**config.mk**
```make
export PLATFORM = sky130hd
export DESIGN_NAME = alu_input_sequencer
export DESIGN_NICKNAME = d
export VERILOG_FILES = /design/src/rtl/alu_input_sequencer.sv
export SDC_FILE = /design/constraint.sdc
export NUM_CORES = 1
export LEC_CHECK = 0
export ABC_AREA = 1
export CORE_AREA = 2 2 65 97
export CTS_CLUSTER_SIZE = 16
export DETAILED_ROUTE_END_ITERATION = 10
export DIE_AREA = 0 0 67 99
export PLACE_DENSITY = 0.78
export SYNTH_ARGS = -nofsm -noshare
export SYNTH_HDL_FRONTEND = slang
export SYNTH_SLANG_ARGS = --single-unit
```
**constraint.sdc**
```tcl
create_clock -name i_clk -period 1.2 [get_ports i_clk]
set_input_delay 0.18 -clock i_clk [delete_from_list [all_inputs] [get_ports i_clk]]
set_output_delay 0.18 -clock i_clk [all_outputs]
set_load 0.01 [all_outputs]
```
**src/rtl/alu_input_sequencer.sv**
```systemverilog
// Board front-end for the ALU: debounces four push buttons into single-cycle pulses and
// sequences operand A, operand B and opcode loads from the shared switches, then launches the ALU.
module alu_input_sequencer #(
   parameter int NB_OPERANDO     = 8,
   parameter int NB_OPCODE       = 6,
   parameter int NB_OUT          = NB_OPERANDO,
   parameter int DEBOUNCE_CYCLES = 4
) (
   input  logic                   i_clk,
   input  logic                   i_reset,
   input  logic [NB_OPERANDO-1:0] i_switch,
   input  logic                   i_boton_1,
   input  logic                   i_boton_2,
   input  logic                   i_boton_3,
   input  logic                   i_boton_4,
   input  logic [NB_OUT-1:0]      i_alu_result,
   output logic [NB_OPERANDO-1:0] o_dato_a,
   output logic [NB_OPERANDO-1:0] o_dato_b,
   output logic [NB_OPCODE-1:0]   o_opcode,
   output logic [NB_OUT-1:0]      o_result,
   output logic                   o_valid,
   output logic                   o_error,
   output logic [2:0]             o_state
);

   localparam int CNT_W = (DEBOUNCE_CYCLES < 2) ? 1 : $clog2(DEBOUNCE_CYCLES + 1);
   localparam logic [CNT_W-1:0] CNT_LAST = CNT_W'(DEBOUNCE_CYCLES - 1);

   typedef enum logic [2:0] {
      WAIT_A  = 3'd0,
      WAIT_B  = 3'd1,
      WAIT_OP = 3'd2,
      READY   = 3'd3,
      EXEC    = 3'd4,
      DONE    = 3'd5
   } state_t;

   logic [3:0] btn_raw;
   logic [3:0] sync1_reg;
   logic [3:0] sync2_reg;
   logic [3:0] pulse;

   assign btn_raw = {i_boton_4, i_boton_3, i_boton_2, i_boton_1};

   always_ff @(posedge i_clk or negedge i_reset) begin
      if (!i_reset) begin
         sync1_reg <= '0;
         sync2_reg <= '0;
      end else begin
         sync1_reg <= btn_raw;
         sync2_reg <= sync1_reg;
      end
   end

   // Accepted level flips only after DEBOUNCE_CYCLES consecutive disagreeing samples.
   generate
      for (genvar gi = 0; gi < 4; gi++) begin : g_debounce
         logic [CNT_W-1:0] cnt_reg;
         logic             deb_reg;
         logic             deb_q_reg;

         always_ff @(posedge i_clk or negedge i_reset) begin
            if (!i_reset) begin
               cnt_reg   <= '0;
               deb_reg   <= 1'b0;
               deb_q_reg <= 1'b0;
            end else begin
               deb_q_reg <= deb_reg;
               if (sync2_reg[gi] == deb_reg) begin
                  cnt_reg <= '0;
               end else if (cnt_reg == CNT_LAST) begin
                  cnt_reg <= '0;
                  deb_reg <= ~deb_reg;
               end else begin
                  cnt_reg <= cnt_reg + 1'b1;
               end
            end
         end

         assign pulse[gi] = deb_reg & ~deb_q_reg;
      end
   endgenerate

   function automatic logic op_legal(input logic [NB_OPCODE-1:0] op);
      case (op)
         NB_OPCODE'('h20), NB_OPCODE'('h22), NB_OPCODE'('h24), NB_OPCODE'('h25),
         NB_OPCODE'('h26), NB_OPCODE'('h03), NB_OPCODE'('h02), NB_OPCODE'('h27): op_legal = 1'b1;
         default: op_legal = 1'b0;
      endcase
   endfunction

   state_t                 state_reg, state_next;
   logic [NB_OPERANDO-1:0] dato_a_reg, dato_a_next;
   logic [NB_OPERANDO-1:0] dato_b_reg, dato_b_next;
   logic [NB_OPCODE-1:0]   opcode_reg, opcode_next;
   logic [NB_OUT-1:0]      result_reg, result_next;
   logic                   valid_reg, valid_next;
   logic                   error_reg, error_next;
   logic [NB_OPCODE-1:0]   op_sw;
   logic                   op_ok;

   assign op_sw = i_switch[NB_OPCODE-1:0];
   assign op_ok = op_legal(op_sw);

   always_ff @(posedge i_clk or negedge i_reset) begin
      if (!i_reset) begin
         state_reg  <= WAIT_A;
         dato_a_reg <= '0;
         dato_b_reg <= '0;
         opcode_reg <= '0;
         result_reg <= '0;
         valid_reg  <= 1'b0;
         error_reg  <= 1'b0;
      end else begin
         state_reg  <= state_next;
         dato_a_reg <= dato_a_next;
         dato_b_reg <= dato_b_next;
         opcode_reg <= opcode_next;
         result_reg <= result_next;
         valid_reg  <= valid_next;
         error_reg  <= error_next;
      end
   end

   always_comb begin
      state_next  = state_reg;
      dato_a_next = dato_a_reg;
      dato_b_next = dato_b_reg;
      opcode_next = opcode_reg;
      result_next = result_reg;
      valid_next  = valid_reg;
      error_next  = error_reg;
      case (state_reg)
         WAIT_A: begin
            if (pulse[0]) begin
               dato_a_next = i_switch;
               state_next  = WAIT_B;
            end
         end
         WAIT_B: begin
            if (pulse[1]) begin
               dato_b_next = i_switch;
               state_next  = WAIT_OP;
            end
         end
         WAIT_OP, READY: begin
            if (state_reg == READY && pulse[3]) begin
               state_next = EXEC;
            end else if (pulse[2]) begin
               if (op_ok) begin
                  opcode_next = op_sw;
                  error_next  = 1'b0;
                  state_next  = READY;
               end else begin
                  error_next = 1'b1;
               end
            end
         end
         EXEC: begin
            result_next = i_alu_result;
            valid_next  = 1'b1;
            state_next  = DONE;
         end
         DONE: begin
            if (pulse[0]) begin
               dato_a_next = i_switch;
               valid_next  = 1'b0;
               state_next  = WAIT_B;
            end else if (pulse[2]) begin
               if (op_ok) begin
                  opcode_next = op_sw;
                  error_next  = 1'b0;
                  valid_next  = 1'b0;
                  state_next  = READY;
               end else begin
                  error_next = 1'b1;
               end
            end else if (pulse[3]) begin
               state_next = EXEC;
            end
         end
         default: state_next = WAIT_A;
      endcase
   end

   assign o_dato_a = dato_a_reg;
   assign o_dato_b = dato_b_reg;
   assign o_opcode = opcode_reg;
   assign o_result = result_reg;
   assign o_valid  = valid_reg;
   assign o_error  = error_reg;
   assign o_state  = state_reg;

endmodule

```
M1 wires:
Supply wires on this layer in grey.
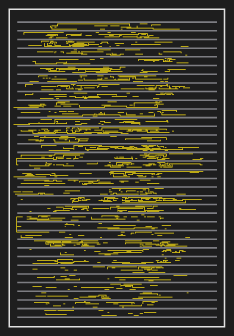
longest straight run: 29.0 um
main direction: horizontal
wire length on this layer: 2,480 um
nets with wire on the layer: 342

A small window of the routed layout:
Scale bar: 10 um. Region (18, 34) to (48, 64) um. Cells in grey, sequential cells in the stronger grey; small squares are vias.
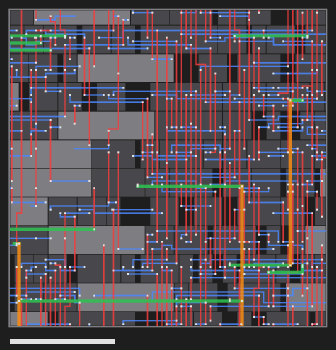
legend:
  green:
    layer: metal 3
  blue:
    layer: metal 1
  red:
    layer: metal 2
  orange:
    layer: metal 4
netlist names of flops here include: o_opcode (3)
cells with their middle in the window: 94
sequential cells in the window: 7
most frequent: buf_4 (19), nand2_1 (18), dfrtp_1 (7)

==> impl_metrics.json <==
{
  "aoi_share": 0.0692,
  "r2r_start": "o_state[1]",
  "leakagePower_nw": 1.88,
  "buffer_area_frac": 0.235,
  "rsz0062_at_grt": "yes",
  "outcome": "complete, but fails checks",
  "final_util": 0.677,
  "num_vias": 2012,
  "setup_ws_ns": -0.189,
  "route.layer.met1.wl_mm": 2.48,
  "power_mw": 9.53,
  "inverters": 30,
  "ys_seq_elements": 63,
  "yosysUniqueCellTypes": 27,
  "ctsHtreeMaxLevel": 3,
  "ys_cells": 235,
  "dr.max_layer_used": "met4",
  "cp.arrival_ns": 1.61,
  "grt_use_met1": 0.237,
  "yosys_warnings": 0,
  "holdWs_ns": 0.208,
  "violations": "negative setup slack",
  "fmax_ghz": 0.720,
  "postSynthAreaPerCell_sq_um": 10.5,
  "regArea_sq_um": 1580,
  "post_cts_buffers": 4,
  "largest_class": "registers",
  "ys_seq_frac": 0.636,
  "irDropWorstVdd_mv": 1.30,
  "cellPowerDensity_nw_per_um2": 2430,
  "cp.depth": 8,
  "chipArea_sq_um": 6630,
  "clock.latency.late_pin_ns": 0.34,
  "internal_power_mw": 6.00,
  "dieWidth_um": 67,
  "comb_share": 0.257,
  "clk_share": 0.0470,
  "synthesis.nets": 261,
  "mostFrequentLayoutCells": "dfrtp_1, nand2_1, buf_4",
  "asyncSetResetFlopFracSynth": 1.00,
  "fin_cells": 420,
  "r2r-end": "o_opcode[0]",
  "layout_top_cell": "dfrtp_1",
  "postRouteAntennaNets": 0,
  "maxCapViolCount": 0,
  "area_leaders": "dfrtp_1, nand2_1, mux2_2",
  "p_seq_mw": 3.34,
  "top_cells_by_count": "dfrtp_1, nand2_1, inv_1, nor2_1, a21oi_1",
  "cts-resized-gates": 72,
  "io_buffers": 56,
  "seq_power_share": 0.351,
  "powerClk_mw": 1.67,
  "top_area_frac": 0.636,
  "flop_cell": "dfrtp_1",
  "largest_register_ffs": 12,
  "path_delay_family": "flip-flops",
  "grt_usage": 0.186,
  "cts_hold_buf": 1,
  "adder_share": 0.0202,
  "setup_viol": 34,
  "worstRegToRegCells": 8,
  "vias_per_cell": 4.79,
  "drive_gt1_frac": 0.333
}
Wires at chosen ports, followed through buffers:
Scale bar: 20 um.
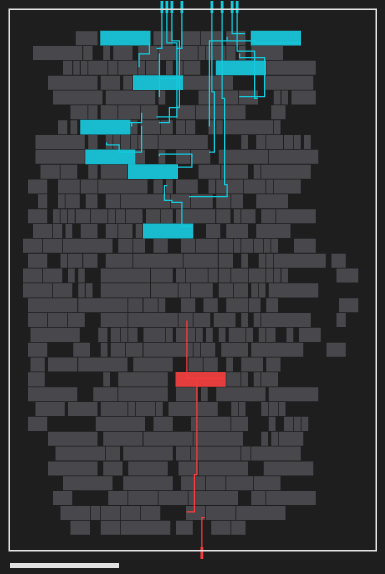
legend:
  red:
    port: o_valid
    direction: output
    end_cells: 1
    wire: 49.8 um
  cyan:
    port: o_dato_b
    direction: output
    end_cells: 8
    wire: 271 um

